## src/rtl/pipe_pkg.sv

```systemverilog
// Shared types for the pipeline stage registers.
// State encoding, counter width and per-boundary payload structs.
package pipe_pkg;

  typedef enum logic [1:0] {
    EMPTY = 2'd0,
    FULL  = 2'd1,
    SKID  = 2'd2
  } pipe_state_t;

  localparam int FLUSH_CNT_W = 16;
  localparam int XLEN        = 32;

  typedef struct packed {
    logic [XLEN-1:0] pc;
    logic [31:0]     instr;
  } ifid_t;

  typedef struct packed {
    logic [XLEN-1:0] pc;
    logic [XLEN-1:0] rs1_val;
    logic [XLEN-1:0] rs2_val;
    logic [XLEN-1:0] imm;
    logic [4:0]      rd;
    logic [3:0]      alu_op;
    logic            mem_rd;
    logic            mem_wr;
    logic            reg_wr;
  } idex_t;

  typedef struct packed {
    logic [XLEN-1:0] alu_res;
    logic [XLEN-1:0] store_val;
    logic [4:0]      rd;
    logic            mem_rd;
    logic            mem_wr;
    logic            reg_wr;
  } exmem_t;

  typedef struct packed {
    logic [XLEN-1:0] wb_val;
    logic [4:0]      rd;
    logic            reg_wr;
  } memwb_t;

endpackage

```

## src/rtl/pipe_stage_reg.sv

```systemverilog
// Generic valid/ready pipeline stage register with stall, flush and skid.
// Ports: CLK, nRST, en, flush, in_*, out_*, occupancy, flush_cnt.
module pipe_stage_reg
  import pipe_pkg::*;
#(
  parameter int                DATA_W   = 32,
  parameter bit                SKID_EN  = 1'b1,
  parameter logic [DATA_W-1:0] NOP_DATA = '0
) (
  input  logic                   CLK,
  input  logic                   nRST,
  input  logic                   en,
  input  logic                   flush,
  input  logic                   in_valid,
  input  logic [DATA_W-1:0]      in_data,
  output logic                   in_ready,
  output logic                   out_valid,
  output logic [DATA_W-1:0]      out_data,
  input  logic                   out_ready,
  output logic [1:0]             occupancy,
  output logic [FLUSH_CNT_W-1:0] flush_cnt
);

  pipe_state_t       state;
  logic [DATA_W-1:0] main_q;
  logic [DATA_W-1:0] skid_q;
  logic              in_fire;
  logic              out_fire;
  logic              cnt_sat;

  assign out_valid = (state != EMPTY) & en;
  assign out_data  = main_q;

  // Skid mode keeps in_ready off the out_ready path entirely.
  generate
    if (SKID_EN) begin : g_skid_rdy
      assign in_ready = en & (state != SKID);
    end else begin : g_flat_rdy
      assign in_ready = en & ((state == EMPTY) | out_ready);
    end
  endgenerate

  assign in_fire  = in_valid & in_ready;
  assign out_fire = out_valid & out_ready;
  assign cnt_sat  = &flush_cnt;

  always_comb begin
    occupancy = 2'd0;
    unique case (state)
      FULL:    occupancy = 2'd1;
      SKID:    occupancy = 2'd2;
      default: occupancy = 2'd0;
    endcase
  end

  always_ff @(posedge CLK or negedge nRST) begin
    if (!nRST) begin
      state     <= EMPTY;
      main_q    <= NOP_DATA;
      skid_q    <= NOP_DATA;
      flush_cnt <= '0;
    end else if (en) begin
      if (flush) begin
        state  <= EMPTY;
        main_q <= NOP_DATA;
        // Only flushes that actually drop something are counted.
        if (((state != EMPTY) | in_fire) & ~cnt_sat)
          flush_cnt <= flush_cnt + 1'b1;
      end else begin
        unique case (state)
          EMPTY: begin
            if (in_fire) begin
              state  <= FULL;
              main_q <= in_data;
            end
          end
          FULL: begin
            if (in_fire & out_fire) begin
              main_q <= in_data;
            end else if (out_fire) begin
              state  <= EMPTY;
              main_q <= NOP_DATA;
            end else if (in_fire & SKID_EN) begin
              state  <= SKID;
              skid_q <= in_data;
            end
          end
          SKID: begin
            // Head leaves; the younger skid entry moves up.
            if (out_fire) begin
              state  <= FULL;
              main_q <= skid_q;
            end
          end
          default: begin
            state  <= EMPTY;
            main_q <= NOP_DATA;
          end
        endcase
      end
    end
  end

endmodule

```

## config.mk

```make
export PLATFORM = sky130hd
export DESIGN_NAME = pipe_stage_reg
export DESIGN_NICKNAME = d
export VERILOG_FILES = /design/src/rtl/pipe_pkg.sv /design/src/rtl/pipe_stage_reg.sv
export SDC_FILE = /design/constraint.sdc
export NUM_CORES = 1
export LEC_CHECK = 0
export ABC_AREA = 1
export CAP_MARGIN = 10
export CORE_AREA = 8 8 102 104
export DETAILED_ROUTE_END_ITERATION = 10
export DIE_AREA = 0 0 110 112
export HOLD_SLACK_MARGIN = 0.03
export PLACE_DENSITY = 0.83
export SLEW_MARGIN = 15
export SYNTH_ARGS = -nofsm -noshare
export SYNTH_HDL_FRONTEND = slang
export SYNTH_SLANG_ARGS = --single-unit
```

## constraint.sdc

```tcl
create_clock -name CLK -period 1.8 [get_ports CLK]
set_clock_uncertainty 0.05 [all_clocks]
set_input_delay 0.27 -clock CLK [delete_from_list [all_inputs] [get_ports CLK]]
set_output_delay 0.27 -clock CLK [all_outputs]
set_load 0.01 [all_outputs]
```

Fig. 1: run 1, clock wires, drivers and flops
Scale bar: 20 um.
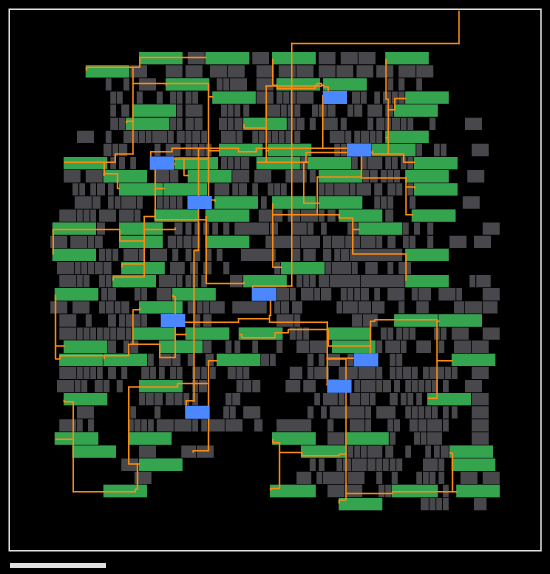
[flip-flops] green | count: 82
[clock wires] orange | length: 1100 um
[clock drivers] blue | count: 9
flops lie: spread over the die
Clk pwr share: 18.1%
Late-Pin Clk Latency: 0.36 ns
Power Clock: 0.00134 W

Fig. 2: run 1, track usage over the die
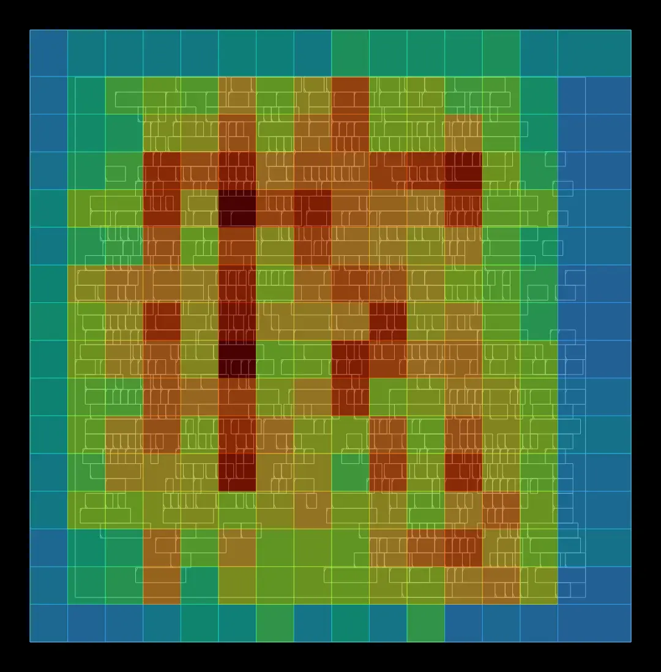
met1 Track Usage GR: 24.00%
Global Route Usage Sum: 19.13%

Fig. 3: run 1, cells coloured by class
Scale bar: 20 um.
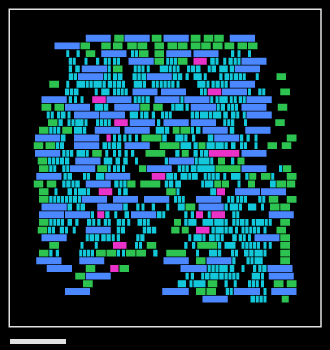
| class | colour | cells | share of their area |
|---|---|---|---|
| combinational and other logic | cyan | 471 | 39% |
| sequential cells | blue | 82 | 37% |
| remaining buffers and delay cells | green | 109 | 20% |
| clock drivers and dummy loads | magenta | 15 | 3.5% |
post-route cell area: 0.005677 mm2
core area: 0.008890 mm2

Fig. 4: run 1, register map, names as in the netlist
Scale bar: 20 um. Other sequential cells in the stronger grey, the rest of the logic in the fainter grey.
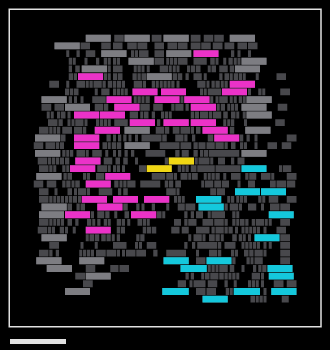
| netlist name | colour | flops |
|---|---|---|
| `flush_cnt` | cyan | 16 |
| `state` | yellow | 2 |
| `skid_q` | magenta | 32 |
not coloured: 32
fin util: 63.86%
flop share of the area: 36.21%
seq pwr: 0.00300 W

==> impl_metrics.csv, run 1 <==
group,metric,value,unit
run_status,outcome,"complete, no violations",
floorplan,fp.dieW,110,um
critical_path,worst-path-buf-inv,3,
pwr,power_density,1305,mW/mm2
logic_synthesis,top_area_cell,"dfrtp_1",
pwr,ir_worst_vdd,604.4,uV
critical_path,cp_top_family,"buffers and inverters",
route,viasPerCell,5.096,
pwr,p_leak,2.842,nW
logic_synthesis,ys_ff,82,
route,dr.first_iter.drc_count,181,
global_route,met3_usage,4.795,%
layout,antenna_cells,0,
sta,tns,0,ns
logic_synthesis,syn_area,0.004407,mm2
placement,place.gp.congestion,0.8454,
floorplan,die_y,112,um
clock_network,cts.sinks,82,
pwr,comb-power,0.00307,W
critical_path,end_kind,"output pin",
global_route,grtUsageMet2,30.47,%
clock_network,cts_tree,"done",
sta,drv_slew,0,
floorplan,n_tap_cell,111,
layout,syn_to_final_growth,28.82,%
route,final_antenna_net_count,0,
layout,combGateArea,0.001978,mm2
critical_path,required,1.48,ns
sta,tightest_slew,0.4214,ns
clock_network,cts_root_buf,"clkbuf_8",
logic_synthesis,postSynthSeqShare,46.56,%
layout,drive_gt1_share,11.96,%
critical_path,rr_startpoint,"state[0]",
pwr,pwr-share-seq,40.4,%
logic_synthesis,ys_sh_mux,0,%
logic_synthesis,ys_sh_adder,0.2839,%
global_route,grt_antenna_before_repair,0,
route,vias,4016,
logic_synthesis,synth-simple-area-share,34.95,%
clock_network,cts_buffers,9,
layout,inv_count,49,
critical_path,r2r_slack,0.14,ns
layout,nMultiInputCombCells,422,
logic_synthesis,yosys_cells,580,
sta,fmax,580.7,MHz
logic_synthesis,synthTopCellsByArea,"dfrtp_1 (47%), nand2_1 (22%), nand3_1 (8.3%)",
layout,nets,712,
==> run 2, diff against run 1 <==
- CORE_AREA: 8 8 102 104 -> 8 8 106 108
- DIE_AREA: 0 0 110 112 -> 0 0 114 116
- PLACE_DENSITY: 0.83 -> 0.8
- SETUP_SLACK_MARGIN: unset -> 0.4
- clock period: 1.8 -> 1.5 ns (I/O delays scaled with it)
Fig. 5: run 2, gate families picked out
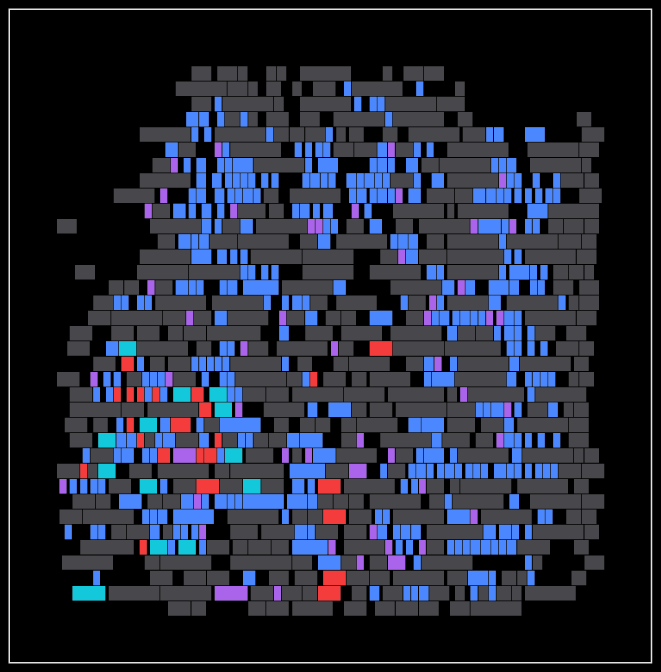
| family | colour | cells | most used |
|---|---|---|---|
| nor cells | red | 23 | nor2_1 |
| xor and xnor cells | cyan | 13 | xnor2_1 |
| nand cells | blue | 345 | nand2_1 |
| inv cells | purple | 50 | inv_1 |
Commonest Layout Cell: nand2_1
Final Non-Filler Cells: 907
combinational share of cell area: 32.83%

Fig. 6: run 2, cells coloured by class
Scale bar: 20 um.
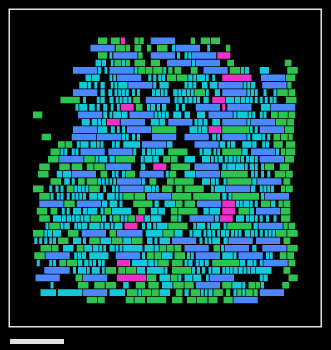
fin util: 74.36%
post-route cell area: 0.007101 mm2
Rows: 36

==> run 2 against run 1 <==
Combinational power increased by 68%. Cell area increased by 25%. Sequential cell count did not move. The run now ends with negative setup slack left. Synthesized cell count stayed put. Die area up 7.3%. Critical path depth is 5 higher.
==> impl_metrics.csv, run 2 <==
group,metric,value,unit
run_status,outcome,"finished, violations left",
run_status,violations,"negative setup slack",
pwr,p_clk,0.00185,W
pwr,pwr-share-seq,34.5,%
layout,nets,808,
global_route,track_usage,20.64,%
logic_synthesis,ys_sh_adder,0.2839,%
global_route,grtUsageMet1,21.92,%
sta,tns,-8.789,ns
logic_synthesis,synthTopCellsByArea,"dfrtp_1 (47%), nand2_1 (22%), nand3_1 (8.3%)",
floorplan,fp.dieW,114,um
layout,seq_share,28.95,%
logic_synthesis,ys_ff,82,
global_route,grt_antenna_before_repair,0,
layout,antenna_cells,0,
layout,inv_count,50,
logic_synthesis,synth-simple-area-share,34.95,%
placement,place.gp.congestion,0.8551,
sta,worst_slack,-0.1849,ns
layout,combGateArea,0.002331,mm2
clock_network,cts_tree,"done",
critical_path,required,1.75,ns
route,vias,4799,
sta,setup_viol,75,
logic_synthesis,ys_sh_mux,0,%
layout,nMultiInputCombCells,424,
route,final_antenna_net_count,0,
pwr,clkPwrFrac,17.3,%
logic_synthesis,postSynthSeqShare,46.56,%
floorplan,core,0.009549,mm2
sta,drv_slew,0,
pwr,pg_seq,0.00369,W
critical_path,rr_startpoint,"state[0]",
route,viasPerCell,5.291,
clock_network,insertion_delay,0.35,ns
pwr,comb-power,0.00515,W
pwr,power_density,1505,mW/mm2
logic_synthesis,yosys_cells,580,
pwr,ir_worst_vdd,875.7,uV
logic_synthesis,syn_area,0.004407,mm2
critical_path,cp_top_family,"simple AND/OR/NAND/NOR gates",
sta,fmax,593.5,MHz
global_route,grtUsageMet2,37.30,%
clock_network,cts_buffers,9,
floorplan,die_y,116,um
floorplan,n_tap_cell,133,
sta,tightest_slew,0.4626,ns
clock_network,cts.sinks,82,
logic_synthesis,top_area_cell,"dfrtp_1",
critical_path,r2r_slack,-0.18,ns
Power is estimated from default activity; no workload was simulated.
